Design jtkicker_gfx_arb, sky130hd; sources not shown.
The metal 1 layer:
Bar = 20 um. Cells faint in the background.
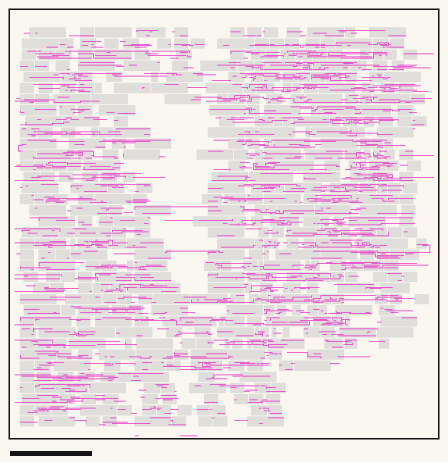
- main direction: horizontal
- share of all routed wire: 39%
- nets with wire on the layer: 498
- longest straight run: 22.5 um
total detailed-routing wirelength: 11700 um
number of vias after detailed routing: 3382

M2 wires:
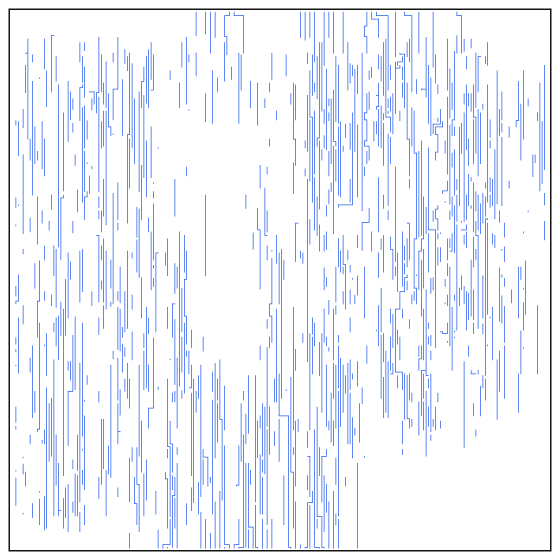
- wire length on this layer: 5690 um
- longest straight run: 35.4 um
- share of all routed wire: 49%
met2 global-route usage: 0.366

The metal 3 layer:
Bar = 20 um.
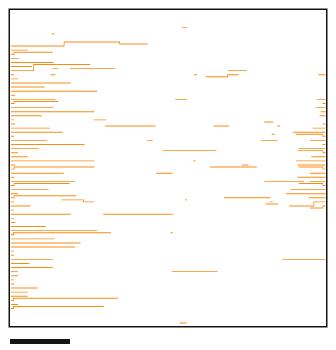
- wire length on this layer: 1170 um
- share of all routed wire: 10%
- main direction: horizontal
- nets with wire on the layer: 107
met3 track utilization from global routing: 0.115

The metal 4 layer:
Bar = 20 um.
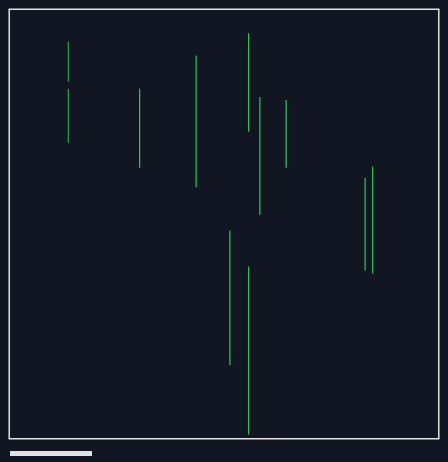
- longest straight run: 40.8 um
- main direction: vertical

==> commit_impl_results.txt <==
Log flow metrics for this revision

* Result of the run: completed
- Maximum vdd ir drop: between 0.0006 and 0.0007 V
- Sequential power for this build is between 2 and 3 mW.
- Post-synthesis chip area from yosys: approximately 0.0048 mm^2
- Unique cell type count in the Yosys netlist: a little over 40
- Per the STA report, the cell with the highest stage delay on the worst path is sky130_fd_sc_hd__or4_1.
* Area-dominant cell class after layout: registers
- Sw frac: 0.279
- Counting flops with a built-in enable in the synthesized netlist gives 0.
* Critical path startpoint category: input port
* Number of instances in the synthesized netlist: roughly 330
* Synthesis warning total: 0
- H-tree Lvls: 4
- In this run the power density over the cells is between 1000 and 1500 mW/mm^2.
- WP depth: 5
- The overall die size recorded for this design is 0.0110 mm^2.
* Worst Path Class, Setup: in -> out
- RSZ-0062 raised after global routing: false
* Std-Cell Rows: 36
- Sw Pwr: between 2 and 2.5 mW
- Final instance area: slightly above 0.007 mm^2
- Post-CTS repair ended up resizing 4 cells.
* TritonCTS clock tree: built
- Most common cell in the netlist: sky130_fd_sc_hd__dfrtp_1
- Family with the most delay on the worst path: simple AND/OR/NAND/NOR gates
- After detailed routing, the met2 layer carries between 5000 and 6000 um of wire.
* Leading cell type in the layout, fill and taps excluded: sky130_fd_sc_hd__clkdlybuf4s50_1
- The floorplan report lists the tap cell count as 133.
* Largest Pwr Group: combinational cells
* Share of post-route cells with drive strength above 1: 0.296
* Area fraction in compound gates after synthesis: 0.0477
- The number of nets handed over by synthesis was roughly 400.
* Highest achievable clock rate: between 300 and 400 MHz
- Total number of sequential cells: 114
- Total of hold buffers inserted after clock tree synthesis: 0
* Total count of max-transition violations in the final report: 0
* Setup violation total in the final timing report: 0
- Per the slew report, the remaining headroom to the max-slew limit stands at 0.582.
- Data required time of the critical path: 2.40 ns
* Async S/R FF share, synth: 1.00
* Relative contribution of combinational cells to total power: 0.379
* WP data arrival: approximately 2.3 ns
- The layout has 21 clock buffers.
- Largest net degree at the start of global routing: approximately 49
* Fillcell total: between 600 and 700
- Total clock buffers created by CTS: 17
* Slew at the pin closest to its max-slew limit: approximately 0.63 ns
* Total area of sequential cells: ~0.0029 mm^2
* Buffers plus inverters on the worst setup path: 2
* GRT Max-Usage Layer: met2
* Dominant register cell in the synthesized netlist: sky130_fd_sc_hd__dfrtp_1
* Met3 wire length: 1170 um
* Cell count listed in synth_stat.txt: ~330
* Sequential Power Share: 0.365
- Post-CTS Setup Bufs: 0
- Setup TNS Final: 0 ns
- Most instantiated logic cells after routing: sky130_fd_sc_hd__clkdlybuf4s50_1, sky130_fd_sc_hd__dfrtp_1, sky130_fd_sc_hd__mux2_2
- Number of signal-net buffers in the layout: 167
* Cell internal power dissipation: between 5 and 6 mW
- The initial antenna violation count was 0.
* P&R area growth vs syn: 48.6%
- Per the final report, the share of cell area in non-clock buffers is 0.232.
Power figures rest on the tool's default switching activity, not on a simulated workload.
